[src/rtl/obs_split_seq_50bit.sv]
// obs_split_seq_50bit
//   Splits two N-bit GF(2) polynomial operands into even/odd coefficient
//   halves and presents the sub-operand pairs one at a time to an H-bit
//   sub-multiplier, where H = N/2. The overlap stage downstream recombines
//   the sub-products into the full product.
//
//   Build option: OBS_SPLIT_KARA_EN
//     undefined : 4 pairs per operand, idx 0,1,2,3
//     defined   : 3 pairs per operand, idx 0,1,3 (Karatsuba, idx1 = sums)
//
//   Ports
//     clk, rst_n          clock, synchronous active-low reset
//     in_valid/in_ready   operand pair handshake (a_in, b_in)
//     out_valid/out_ready sub-operand pair handshake (op_x, op_y)
//     out_idx             sub-product slot of the presented pair
//     out_last            final pair of the current operand
//     busy                high whenever not IDLE
//
//   state | meaning
//   IDLE  | waiting for an operand pair, outputs zero
//   EMIT  | presenting sub-operand pairs until the last one is taken
module obs_split_seq_50bit #(
  parameter int N = 50
) (
  input  logic             clk,
  input  logic             rst_n,
  input  logic             in_valid,
  output logic             in_ready,
  input  logic [N-1:0]     a_in,
  input  logic [N-1:0]     b_in,
  output logic             out_valid,
  input  logic             out_ready,
  output logic [N/2-1:0]   op_x,
  output logic [N/2-1:0]   op_y,
  output logic [1:0]       out_idx,
  output logic             out_last,
  output logic             busy
);

  localparam int H = N / 2;

  typedef enum logic {IDLE, EMIT} state_t;

  state_t state, state_nxt;

  logic         rdy_en;
  logic         accept;
  logic         xfer;
  logic [H-1:0] a_even, a_odd, b_even, b_odd;
  logic [H-1:0] ae, ao, be, bo;
  logic [1:0]   nxt_idx;
  logic [H-1:0] nxt_x, nxt_y;

  always_comb begin
    a_even = '0;
    a_odd  = '0;
    b_even = '0;
    b_odd  = '0;
    for (int k = 0; k < H; k++) begin
      a_even[k] = a_in[2*k];
      a_odd[k]  = a_in[2*k+1];
      b_even[k] = b_in[2*k];
      b_odd[k]  = b_in[2*k+1];
    end
  end

  always_ff @(posedge clk) begin
    if (!rst_n) state <= IDLE;
    else        state <= state_nxt;
  end

  // rdy_en keeps in_ready low during reset and through the first edge after it
  always_comb begin
    state_nxt = state;
    in_ready  = 1'b0;
    out_valid = 1'b0;
    busy      = 1'b0;
    accept    = 1'b0;
    xfer      = 1'b0;
    case (state)
      IDLE: begin
        in_ready = rdy_en;
        if (in_valid && rdy_en) begin
          accept    = 1'b1;
          state_nxt = EMIT;
        end
      end
      EMIT: begin
        out_valid = 1'b1;
        busy      = 1'b1;
        if (out_ready) begin
          xfer = 1'b1;
          if (out_last) state_nxt = IDLE;
        end
      end
      default: state_nxt = IDLE;
    endcase
  end

`ifdef OBS_SPLIT_KARA_EN
  assign nxt_idx = (out_idx == 2'd0) ? 2'd1 : 2'd3;
`else
  assign nxt_idx = out_idx + 2'd1;
`endif

  // Pair that follows the one currently on the outputs
  always_comb begin
    nxt_x = ae;
    nxt_y = be;
    case (nxt_idx)
`ifdef OBS_SPLIT_KARA_EN
      2'd1: begin nxt_x = ae ^ ao; nxt_y = be ^ bo; end
`else
      2'd1: begin nxt_x = ae;      nxt_y = bo;      end
      2'd2: begin nxt_x = ao;      nxt_y = be;      end
`endif
      2'd3: begin nxt_x = ao;      nxt_y = bo;      end
      default: ;
    endcase
  end

  always_ff @(posedge clk) begin
    if (!rst_n) begin
      rdy_en   <= 1'b0;
      ae       <= '0;
      ao       <= '0;
      be       <= '0;
      bo       <= '0;
      op_x     <= '0;
      op_y     <= '0;
      out_idx  <= 2'd0;
      out_last <= 1'b0;
    end else begin
      rdy_en <= 1'b1;
      if (accept) begin
        ae       <= a_even;
        ao       <= a_odd;
        be       <= b_even;
        bo       <= b_odd;
        op_x     <= a_even;
        op_y     <= b_even;
        out_idx  <= 2'd0;
        out_last <= 1'b0;
      end else if (xfer) begin
        if (out_last) begin
          op_x     <= '0;
          op_y     <= '0;
          out_idx  <= 2'd0;
          out_last <= 1'b0;
        end else begin
          op_x     <= nxt_x;
          op_y     <= nxt_y;
          out_idx  <= nxt_idx;
          out_last <= (nxt_idx == 2'd3);
        end
      end
    end
  end

endmodule

[config.mk]
export PLATFORM = sky130hd
export DESIGN_NAME = obs_split_seq_50bit
export DESIGN_NICKNAME = d
export VERILOG_FILES = /design/src/rtl/obs_split_seq_50bit.sv
export SDC_FILE = /design/constraint.sdc
export NUM_CORES = 1
export LEC_CHECK = 0
export CAP_MARGIN = 20
export CORE_MARGIN = 4
export CORE_UTILIZATION = 50
export DETAILED_ROUTE_END_ITERATION = 6
export PLACE_DENSITY = 0.8
export SYNTH_ARGS = -nofsm -noshare
export SYNTH_HDL_FRONTEND = slang
export SYNTH_SLANG_ARGS = --single-unit
export TNS_END_PERCENT = 20
[constraint.sdc]
create_clock -name clk -period 7.5 [get_ports clk]
set_clock_uncertainty 0.2 [all_clocks]
set_input_delay 1.5 -clock clk [delete_from_list [all_inputs] [get_ports clk]]
set_output_delay 1.5 -clock clk [all_outputs]
set_load 0.02 [all_outputs]
cell_density.png
Drawn at 2 px/um. The die is cut into 12 by 12 equal tiles; white is low, dark blue is high, 0 to 100% covered.
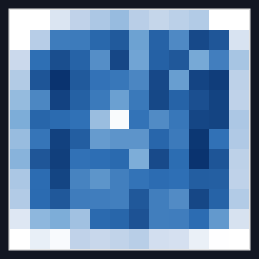
nearly empty tiles	5.6%
tiles over 75% full	35%
fullest tile	99%
mean over tiles	58%

power_grid.png
Drawn at 4 px/um. Pins as bars on the die edge.
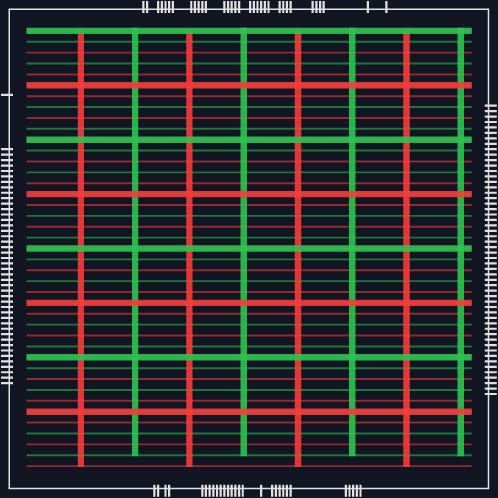
colour	net
red	VSS
green	VDD
met5 straps	8
met1 rails	41
met4 straps	8

congestion.png
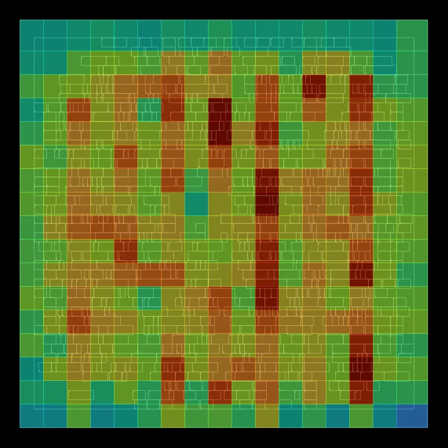
met1 usage: 28.96%
Finished Core Util: 70.16%
GR peak layer: met2

layer_met4.png
Drawn at 3 px/um.
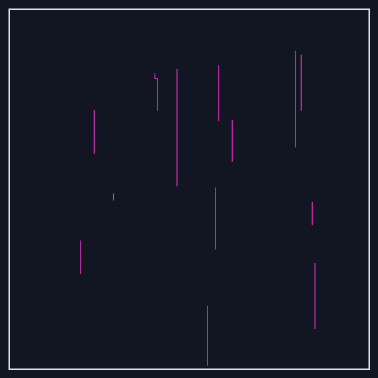
longest straight run	38.8 um
share of all routed wire	1.4%
main direction	vertical
nets with wire on the layer	9

clk_routes.png
Drawn at 4 px/um.
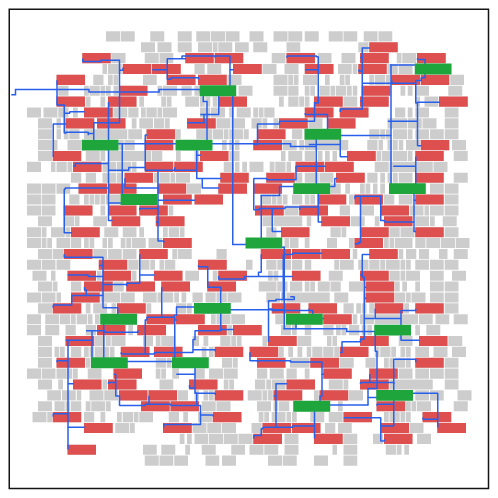
[blue] clock wires | length: 1700 um
[green] clock drivers | count: 17
[red] flip-flops | count: 155
routed clock nets	18
flops lie	all over the die

==> impl_metrics.toml <==
# synthesis and place-and-route metrics
[routing]
num_vias = 5406
ant_nets = 0
totalWireLength_um = 16600
via_per_inst = 5.450
drtIter0Drc = 602
first_pass_iters = 5
drc = 0
routedWlPerCell_um = 16.73

[synth]
yosys.cell_types.count = 20
fp_nets = 789
synth_cells = 684
synthFlopType = "dfxtp_1"
syn_area_per_cell_um2 = 9.082
topCombFamilyByArea = "AND-OR/OR-AND gates"
synth-xor-area-share_pct = 0
mux_share_pct = 8.379
synth_async_sr_flop_share_pct = 0
fa_ha_area_share_pct = 0.2014
yosysChipArea_um2 = 6212
ys_warn_count = 0
area_leaders = "dfxtp_1 (50%), nand2_1 (12%), a21boi_0 (12%)"
ys_cells = 684
synth_area_um2 = 6212
top_area_cell = "dfxtp_1"
synth_seq_share_pct = 49.95
aoi_share_pct = 20.30
edf_count = 0
ys_sh_simple_pct = 16.54
synth_top_area_share_pct = 49.95
ys_seq_elements = 155

[power]
p_sw_mw = 0.4656
p_clk_share_pct = 47.5
p_int_mw = 1.666
power_mw = 2.132
power-per-cell-area_nw_per_um2 = 250.9
ir_drop_mv = 0.1571
switching_share_pct = 21.84
combPwrFrac_pct = 10.7
power_frac_seq_pct = 41.8
leakage_nw = 3.159

[clock_network]
cts.repair.resized = 0
cts_tree = "done"
htree_levels = 4
clockRootBuffer = "clkbuf_16"
cts_sinks = 155
post-cts-setup-buffer-count = 0
cts_buffers = 17
cts_buffer_depth = 2
cts_hold_buf = 0
clk_pin_slew_ns = 0.06
clk_latency_ns = 0.42

[timing]
max_freq_mhz = 245.1
period_needed_ns = 4.080
tns_ns = 0
finalHoldViolCount = 0
whs_ns = 0.2607
setup_viol = 0
slew_viol_final = 0
fin_crit_sh_pct = 54.40
rsz0062_at_grt = "false"
maxSlewHeadroom_pct = 29.63
worst_pin_slew_ns = 1.056

[grt]
antenna_found_initial = 1
grt_usage_pct = 23.23
grt_pass1_wl_um = 26720
grt_pass1_vias = 5383
grt-ovfl-total = 0
grt_max_degree = 103

[finish]
nNetsFinal = 916
drive_gt1_share_pct = 5.218
final_cell_area_um2 = 8497
final-instance-count-excl-fill = 992
area_growth_pct = 36.78
antennaDiodeCount = 0
nFillCells = 909

[critical_path]
critPathArrivalTime_ns = 4.23
cp-end-kind = "flop"
r2r_start = "state$_SDFF_PN0_"
reg2reg_depth = 4
crit_fanout = 102
worst-setup-path-type = "in -> reg"
r2r-end = "op_x[15]$_SDFFE_PN0P_"
worst_ep_required_time_ns = 7.65
reg2reg_slack_ns = 4.37
crit_path_end = "op_x[15]$_SDFFE_PN0P_"
cp-start-kind = "input pin"
crit_start = "in_valid"

[die]
coreArea_um2 = 12110
dieArea_um2 = 14270
fp_util_pct = 51.29
num_rows = 40
die_h_um = 119.5
pin_count = 160
die_width_um = 119.5

[placed_design]
gp_congestion = 0.7902
placed_cell_area_um2 = 7770
numPortBuffers = 159
dpl.cell_count = 959
place_hpwl_um = 9983

[run]
tool_warnings = 30
cap_viol_max_count = 0

[status]
status = "finished, final reports clean"

[worst_hold_path]
hp-class = "reg -> reg"
min_from = "bo[7]$_SDFFE_PN0P_"
==> flip-flops by register name, summed over array words and instances, names as in the netlist <==
name,flops
op_x,25
out_idx,2
rdy_en,1
out_last,1
bo,25
ae,25
op_y,25
state,1
ao,25
be,25
==> worst max-delay path, cell delays in order <==
cell	delay, ns
clkdlybuf4s50_1	0.43
nand3b_1	0.10
buf_4	0.79
and3_2	1.07
a221o_1	0.30
==> synthesized netlist by cell type, types with 2 or more instances <==
cell / number
buf_2: 23
mux2i_1: 52
nor2_1: 54
buf_6: 5
a21boi_0: 100
nand2_1: 204
dfxtp_1: 155
nor2b_1: 2
clkbuf_1: 26
buf_1: 2
a21oi_1: 2
nand4b_1: 2
a221o_1: 50
==> final cells by class <==
type,count,area [um^2],share of cell area [%]
flip-flops and latches,155,3104,36.53
multi-input cells,471,2828,33.28
repair buffers,165,1644,19.35
clock buffers,20,466.7,5.493
clock inverters,12,240.2,2.827
well taps,168,210.2,2.474
inverters,1,3.754,0.04418
==> worst min path at each step <==
stage | to | slack [ns] | depth (start not counted)
after floorplan | ao[0]$_SDFFE_PN0P_ | 0.24 | 2
after global placement | ao[9]$_SDFFE_PN0P_ | 0.25 | 2
after detailed placement | bo[24]$_SDFFE_PN0P_ | 0.26 | 2
after CTS | bo[24]$_SDFFE_PN0P_ | 0.27 | 2
after global routing | bo[6]$_SDFFE_PN0P_ | 0.28 | 2
final | bo[7]$_SDFFE_PN0P_ | 0.26 | 2
==> power by group through the flow <==
| stage | combinational [mW] | sequential (mW) | clock (mW) |
|---|---|---|---|
| after floorplan | 0.100 | 0.918 | 0 |
| after global placement | 0.220 | 0.907 | 0 |
| after detailed placement | 0.225 | 0.908 | 0 |
| after CTS | 0.228 | 0.891 | 1.02 |
| after global routing | 0.246 | 0.896 | 1.07 |
| final | 0.228 | 0.892 | 1.01 |
==> cell families after synthesis <==
group / after synthesis
AND/OR/NAND/NOR: 266
flip-flops: 155
AND-OR/OR-AND: 152
buffers and inverters: 58
multiplexers: 52
adder cells (fa/ha/maj): 1
==> cells in the final DEF, fill, tap and decap left out, types with 3 or more instances in the layout <==
master	n
nand2_1	204
clkinv_2	3
mux2i_1	52
clkbuf_8	3
a221o_1	50
clkbuf_16	17
nor2_1	54
clkdlybuf4s50_1	158
dfxtp_1	154
a21boi_0	100
bufinv_16	7
buf_4	5
==> metal layers <==
metal / global-route usage, % / routed length, um / vias up
li1: - / - / 2590
met1: 28.96 / 7206 / 2569
met2: 37.85 / 7947 / 217
met3: 7.550 / 1197 / 28
met4: 8.017 / 230 / 2
met5: 0 / 13 / -
==> per-stage QoR <==
stage                     setup WS [ns]  util, %
after global placement            2.994    64.15
after detailed placement          2.929    64.15
after floorplan                   4.754        -
after global routing              3.248    70.16
final                             3.420    70.16
after CTS                         3.343    69.99
No activity file was given, so power comes from the tool's default toggle rates.
